**src/rtl/rom_ctrl_pkg.sv**
```systemverilog
// Shared types and sizing helpers for the ROM scan engine.
package rom_ctrl_pkg;

  typedef enum logic [1:0] {
    StIdle  = 2'd0,
    StScan  = 2'd1,
    StDrain = 2'd2,
    StDone  = 2'd3
  } rom_scan_state_e;

  // Bits needed to hold values 0..value-1 (at least one bit).
  function automatic int vbits(input int value);
    return (value <= 1) ? 1 : $clog2(value);
  endfunction

  // Two spare entries on top of the read latency keep one word per cycle flowing.
  function automatic int buf_depth(input int read_latency);
    return read_latency + 2;
  endfunction

endpackage

```
**src/rtl/rom_ctrl_scan_fifo.sv**
```systemverilog
// Small {data, addr} buffer for returned ROM words; synchronous clear, no pass-through.
module rom_ctrl_scan_fifo
  import rom_ctrl_pkg::*;
#(
  parameter int Depth = 3,
  parameter int Width = 44
) (
  input  logic             clk_i,
  input  logic             rst_ni,
  input  logic             clr_i,
  input  logic             push_i,
  input  logic [Width-1:0] wdata_i,
  input  logic             pop_i,
  output logic [Width-1:0] rdata_o,
  output logic             empty_o
);

  localparam int PW = vbits(Depth);
  localparam int CW = vbits(Depth + 1);
  localparam logic [PW-1:0] LastPtr = PW'(Depth - 1);
  localparam logic [CW-1:0] FullCnt = CW'(Depth);

  logic [PW-1:0]    wptr_q, wptr_d;
  logic [PW-1:0]    rptr_q, rptr_d;
  logic [CW-1:0]    cnt_q, cnt_d;
  logic [Width-1:0] mem_q [Depth];
  logic [Width-1:0] mem_d [Depth];
  logic             do_push, do_pop, full;

  assign empty_o = (cnt_q == '0);
  assign full    = (cnt_q == FullCnt);
  assign do_pop  = pop_i && !empty_o;
  assign do_push = push_i && (!full || do_pop);
  assign rdata_o = mem_q[rptr_q];

  always_comb begin
    wptr_d = wptr_q;
    rptr_d = rptr_q;
    cnt_d  = cnt_q;
    mem_d  = mem_q;
    if (do_push) begin
      mem_d[wptr_q] = wdata_i;
      wptr_d = (wptr_q == LastPtr) ? '0 : wptr_q + PW'(1);
    end
    if (do_pop) begin
      rptr_d = (rptr_q == LastPtr) ? '0 : rptr_q + PW'(1);
    end
    case ({do_push, do_pop})
      2'b10:   cnt_d = cnt_q + CW'(1);
      2'b01:   cnt_d = cnt_q - CW'(1);
      default: cnt_d = cnt_q;
    endcase
    if (clr_i) begin
      wptr_d = '0;
      rptr_d = '0;
      cnt_d  = '0;
    end
  end

  always_ff @(posedge clk_i) begin
    if (!rst_ni) begin
      wptr_q <= '0;
      rptr_q <= '0;
      cnt_q  <= '0;
    end else begin
      wptr_q <= wptr_d;
      rptr_q <= rptr_d;
      cnt_q  <= cnt_d;
    end
  end

  // Storage needs no reset: nothing reads it while the count is zero.
  always_ff @(posedge clk_i) begin
    mem_q <= mem_d;
  end

endmodule

```
**src/rtl/rom_ctrl_scan_counter.sv**
```systemverilog
// ROM scan engine: issues sequential reads, tracks in-flight data and streams words to the checker.
//   state   | meaning
//   StIdle  | waiting for start_i
//   StScan  | issuing reads 0..TopAddr under the credit limit
//   StDrain | all reads issued, waiting for the TopAddr word to be accepted
//   StDone  | scan complete, waiting for start_i
module rom_ctrl_scan_counter
  import rom_ctrl_pkg::*;
#(
  parameter int RomDepth    = 16,
  parameter int RomTopCount = 2,
  parameter int DataWidth   = 40,
  parameter int ReadLatency = 1,
  parameter int AutoStart   = 1
) (
  input  logic                        clk_i,
  input  logic                        rst_ni,
  input  logic                        start_i,
  input  logic                        abort_i,
  output logic                        busy_o,
  output logic                        done_o,
  output logic                        read_req_o,
  output logic [vbits(RomDepth)-1:0]  read_addr_o,
  input  logic [DataWidth-1:0]        rom_rdata_i,
  output logic                        data_vld_o,
  input  logic                        data_rdy_i,
  output logic [DataWidth-1:0]        data_o,
  output logic [vbits(RomDepth)-1:0]  data_addr_o,
  output logic                        data_last_nontop_o,
  output logic                        data_top_o
);

  localparam int AW       = vbits(RomDepth);
  localparam int BufDepth = buf_depth(ReadLatency);
  localparam int CW       = vbits(BufDepth + 1);
  localparam int FW       = DataWidth + AW;
  localparam logic [AW-1:0] TopAddr     = AW'(RomDepth - 1);
  localparam logic [AW-1:0] LastNonTop  = AW'(RomDepth - RomTopCount - 1);
  localparam logic [AW-1:0] FirstTop    = AW'(RomDepth - RomTopCount);
  localparam logic [CW-1:0] CreditLimit = CW'(BufDepth);
  localparam rom_scan_state_e ResetState = (AutoStart != 0) ? StScan : StIdle;

  rom_scan_state_e        state_q, state_d;
  logic [AW-1:0]          issue_q, issue_d;
  logic [CW-1:0]          credit_q, credit_d;
  logic [ReadLatency-1:0] sr_vld_q, sr_vld_d;
  logic [AW-1:0]          sr_addr_q [ReadLatency];
  logic [AW-1:0]          sr_addr_d [ReadLatency];

  logic          issue, pop, fifo_empty, head_vld;
  logic [FW-1:0] head;
  logic [AW-1:0] head_addr;

  assign issue     = (state_q == StScan) && (credit_q < CreditLimit);
  assign head_vld  = !fifo_empty;
  assign pop       = head_vld && data_rdy_i;
  assign head_addr = head[AW-1:0];

  always_comb begin
    state_d = state_q;
    issue_d = issue_q;
    case (state_q)
      StIdle: begin
        if (start_i) begin
          state_d = StScan;
          issue_d = '0;
        end
      end
      StScan: begin
        if (issue) begin
          if (issue_q == TopAddr) state_d = StDrain;
          else                    issue_d = issue_q + AW'(1);
        end
      end
      StDrain: begin
        if (pop && (head_addr == TopAddr)) state_d = StDone;
      end
      StDone: begin
        if (start_i) begin
          state_d = StScan;
          issue_d = '0;
        end
      end
      default: state_d = ResetState;
    endcase
    if (abort_i) state_d = StIdle;
  end

  always_comb begin
    credit_d = credit_q;
    if (issue && !pop)      credit_d = credit_q + CW'(1);
    else if (!issue && pop) credit_d = credit_q - CW'(1);
    if (abort_i) credit_d = '0;
  end

  // Stage ReadLatency-1 lines up with the cycle the ROM presents the data.
  always_comb begin
    sr_vld_d     = sr_vld_q;
    sr_addr_d    = sr_addr_q;
    sr_vld_d[0]  = issue;
    sr_addr_d[0] = issue_q;
    for (int i = 1; i < ReadLatency; i++) begin
      sr_vld_d[i]  = sr_vld_q[i-1];
      sr_addr_d[i] = sr_addr_q[i-1];
    end
    if (abort_i) sr_vld_d = '0;
  end

  always_ff @(posedge clk_i) begin
    if (!rst_ni) begin
      state_q  <= ResetState;
      issue_q  <= '0;
      credit_q <= '0;
      sr_vld_q <= '0;
      for (int i = 0; i < ReadLatency; i++) sr_addr_q[i] <= '0;
    end else begin
      state_q   <= state_d;
      issue_q   <= issue_d;
      credit_q  <= credit_d;
      sr_vld_q  <= sr_vld_d;
      sr_addr_q <= sr_addr_d;
    end
  end

  rom_ctrl_scan_fifo #(
    .Depth (BufDepth),
    .Width (FW)
  ) u_fifo (
    .clk_i   (clk_i),
    .rst_ni  (rst_ni),
    .clr_i   (abort_i),
    .push_i  (sr_vld_q[ReadLatency-1]),
    .wdata_i ({rom_rdata_i, sr_addr_q[ReadLatency-1]}),
    .pop_i   (pop),
    .rdata_o (head),
    .empty_o (fifo_empty)
  );

  assign busy_o             = (state_q == StScan) || (state_q == StDrain);
  assign done_o             = (state_q == StDone);
  assign read_req_o         = issue;
  assign read_addr_o        = issue_q;
  assign data_vld_o         = head_vld;
  assign data_o             = head_vld ? head[FW-1:AW] : '0;
  assign data_addr_o        = head_vld ? head_addr : '0;
  assign data_last_nontop_o = head_vld && (head_addr == LastNonTop);
  assign data_top_o         = head_vld && (head_addr >= FirstTop);

endmodule

```
**config.mk**
```make
export PLATFORM = sky130hd
export DESIGN_NAME = rom_ctrl_scan_counter
export DESIGN_NICKNAME = d
export VERILOG_FILES = /design/src/rtl/rom_ctrl_pkg.sv /design/src/rtl/rom_ctrl_scan_fifo.sv /design/src/rtl/rom_ctrl_scan_counter.sv
export SDC_FILE = /design/constraint.sdc
export NUM_CORES = 1
export LEC_CHECK = 0
export CAP_MARGIN = 15
export CORE_MARGIN = 10
export CORE_UTILIZATION = 65
export CTS_BUF_LIST = sky130_fd_sc_hd__clkbuf_4
export CTS_CLUSTER_SIZE = 28
export DETAILED_ROUTE_END_ITERATION = 10
export DONT_BUFFER_PORTS = 1
export PLACE_DENSITY = 0.93
export SETUP_SLACK_MARGIN = 0.4
export SYNTH_ARGS = -nofsm -noshare
export SYNTH_HDL_FRONTEND = slang
export SYNTH_HIERARCHICAL = 1
export SYNTH_SLANG_ARGS = --single-unit
```
**constraint.sdc**
```tcl
create_clock -name clk_i -period 15.1 [get_ports clk_i]
set_clock_uncertainty 0.2 [all_clocks]
set_input_delay 3.02 -clock clk_i [delete_from_list [all_inputs] [get_ports clk_i]]
set_output_delay 3.02 -clock clk_i [all_outputs]
set_load 0.02 [all_outputs]
```
congestion.png
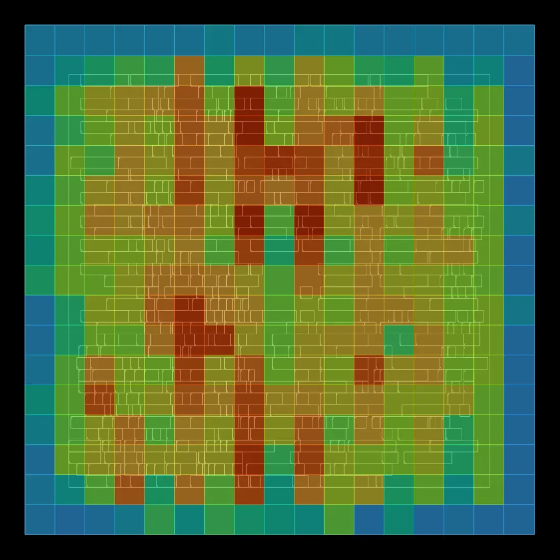
grt met2 use: 30.8%
final core occ: 70.7%

detail.png
Region (46, 46) to (71, 71) µm. Cells in grey, sequential cells in the stronger grey; small squares are vias.
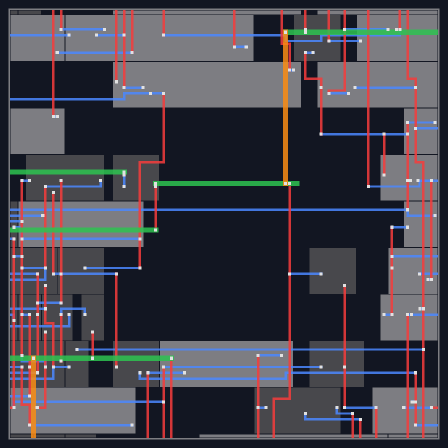
metal 1: marked blue. metal 4: marked orange. metal 2: marked red. metal 3: marked green.
Most frequent: clkbuf_4 (3), edfxtp_1 (3). 20 logic cells have their middle in the window. Sequential cells in the window: 6. Netlist names of flops here include `u_fifo/mem_q` (3), `u_fifo/wptr_q` (2).

==> impl_metrics.py <==
# Auto-generated metrics
metrics = {
    "outcome": {
        "status": "finished, final reports clean",
    },
    "clocking": {
        "cts_buffers": 17,
        "h-tree-depth": 4,
        "insertion_delay_ps": 510,
        "clock-sinks": 151,
        "cts_resized": 0,
        "clockBufferDepth": 2,
        "cts_root_buffer": "clkbuf_4",
        "clk_pin_slew_ps": 120,
        "post-cts-setup-buffers": 0,
    },
    "floorplan": {
        "ioPinCount": 99,
        "fp.dieH_um": 117,
        "tapCellCount": 129,
        "die_area_mm2": 0.0138,
        "row_count": 35,
        "core-area_mm2": 0.00924,
        "die_x_um": 117,
    },
    "detailed_routing": {
        "drcViolationCount": 0,
        "wl_per_cell_um": 20.3,
        "via_count": 3433,
        "wl_met3_um": 977,
        "dr.pass1.iters": 4,
        "wl_met1_um": 4380,
        "topRoutingLayerUsed": "met4",
        "drtIter0Drc": 310,
        "drt-total-wl_um": 11800,
        "wl_met2_um": 6250,
        "viasPerCell": 5.90,
    },
    "cells_and_area": {
        "clkbuf_count": 18,
        "drive_above_1_share_pct": 11.9,
        "buffers": 4,
        "top_register": "u_fifo/mem_q",
        "nMultiInputCombCells": 258,
        "clock_cell_area_share_pct": 4.02,
        "largest_reg_flops": 132,
        "logic_area_mm2": 0.00171,
        "nFillCells": 625,
        "seq_area_mm2": 0.00435,
        "seq_cells": 151,
        "antenna_cells": 0,
        "stdcell_count": 582,
        "comb_share_pct": 26.1,
        "sh_seq_area_pct": 66.5,
        "dominant_cells": "registers",
        "lay_top_count": "edfxtp_1",
        "synthToLayoutAreaGrowth_pct": 5.77,
        "fin_nets": 490,
        "mostFrequentLayoutCells": "132 x edfxtp_1, 50 x nand2_1, 45 x mux2i_1",
    },
    "logic_synthesis": {
        "synth_top_cell_by_count": "edfxtp_1",
        "top_cells_by_area": "edfxtp_1 64%, mux2i_1 7.3%, dfxtp_1 6.2%, nor2b_1 4.2%, nand2_1 3.0%",
        "syn_area_mm2": 0.00618,
        "ys_ff": 151,
        "ys.flop_type": "edfxtp_1",
        "common_cells": "132 x edfxtp_1, 50 x nand2_1, 45 x mux2i_1",
        "synth_xor_xnor_area_share_pct": 0.284,
        "ys_types": 47,
        "synth-edff-count": 132,
        "top_area_share_pct": 64.2,
        "synthCells": 438,
        "netlist_logic_family_top": "simple AND/OR/NAND/NOR gates",
        "ys_sh_aoi_pct": 6.46,
        "ys_cells": 438,
        "async_reset_ff_share_pct": 0,
        "synth-simple-area-share_pct": 12.3,
        "floorplan.nets": 488,
        "ys_chip_area_mm2": 0.00618,
        "ys_sh_mux_pct": 7.29,
        "adder_share_pct": 1.01,
        "syn_avg_cell_area_um2": 14.1,
        "synth_seq_share_pct": 70.3,
    },
    "critical_path": {
        "start_kind": "flop",
        "arrival_ps": 3440,
        "crit_path_end": "data_top_o",
        "worstPathRequired_ps": 11880,
        "critPathSlowestCell": "nor2b_4",
        "critical_path_class": "flop to output port",
        "critPathCaptureType": "output port",
        "worstPathCellList": "nor2b_4, nand2_1, o21ai_0, and2b_2, and3_1",
        "r2r_cells": 7,
        "timing.rr.end": "state_q[0]",
        "timing.reg2reg.setup_slack_ps": 11550,
        "critPathMaxStageDelay_ps": 990,
        "path_buffers": 0,
        "crit_fanout": 48,
        "r2r_start": "u_fifo/rptr_q[1]",
        "crit_start": "u_fifo/rptr_q[1]",
        "cp_num_cells": 5,
    },
    "global_route": {
        "gr-usage-met1_pct": 17.1,
        "grt.total_usage_pct": 17.3,
        "grt.busiest_layer": "met2",
        "grt_first_pass_wirelength_um": 18900,
        "gr-total-overflow": 0,
        "grt_pass1_vias": 3626,
    },
    "power": {
        "p_int_uw": 559,
        "vdd_drop_max_mv": 0.0582,
        "powerSeq_uw": 469,
        "top_power_group": "sequential cells",
        "p_switching_uw": 165,
        "power_leakage_nw": 2.02,
        "clockPowerShare_pct": 31.2,
        "switching_share_pct": 22.8,
        "seq_power_share_pct": 64.8,
        "total_power_uw": 724,
    },
    "placement": {
        "io_buffers": 0,
        "placedCellCount": 549,
        "placed_cell_area_mm2": 0.00627,
        "place_congestion": 0.751,
        "dp_hpwl_um": 7500,
    },
    "sta": {
        "maxSlewViolCount": 0,
        "finalHoldViolCount": 0,
        "setup-tns-final_ps": 0,
        "period_needed_ps": 6660,
        "slew_headroom_pct": 28.8,
        "fmax_mhz": 150,
        "setup_viol": 0,
        "rsz0062_at_grt": "false",
        "finalClockPeriodUsage_pct": 44.1,
        "hold_ws_ps": 256,
        "worst_slack_ps": 8440,
    },
    "job": {
        "maxCapViolations": 0,
    },
    "min_path": {
        "min_to": "u_fifo/mem_q[45]",
        "min_from": "sr_addr_q[1]",
        "whs_path_depth": 0,
        "hp-class": "flop to flop",
    },
}
sizes.png
(4 px per µm)
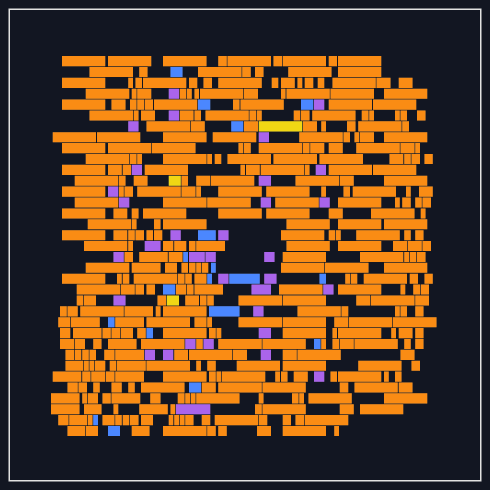
_6 and larger: marked yellow, cells 3, share 0.66%. _2 cells: marked blue, cells 18, share 4.0%. _0 and _1 cells: marked orange, cells 399, share 88%. _3 and _4 cells: marked purple, cells 33, share 7.3%.

Power figures rest on the tool's default switching activity, not on a simulated workload.
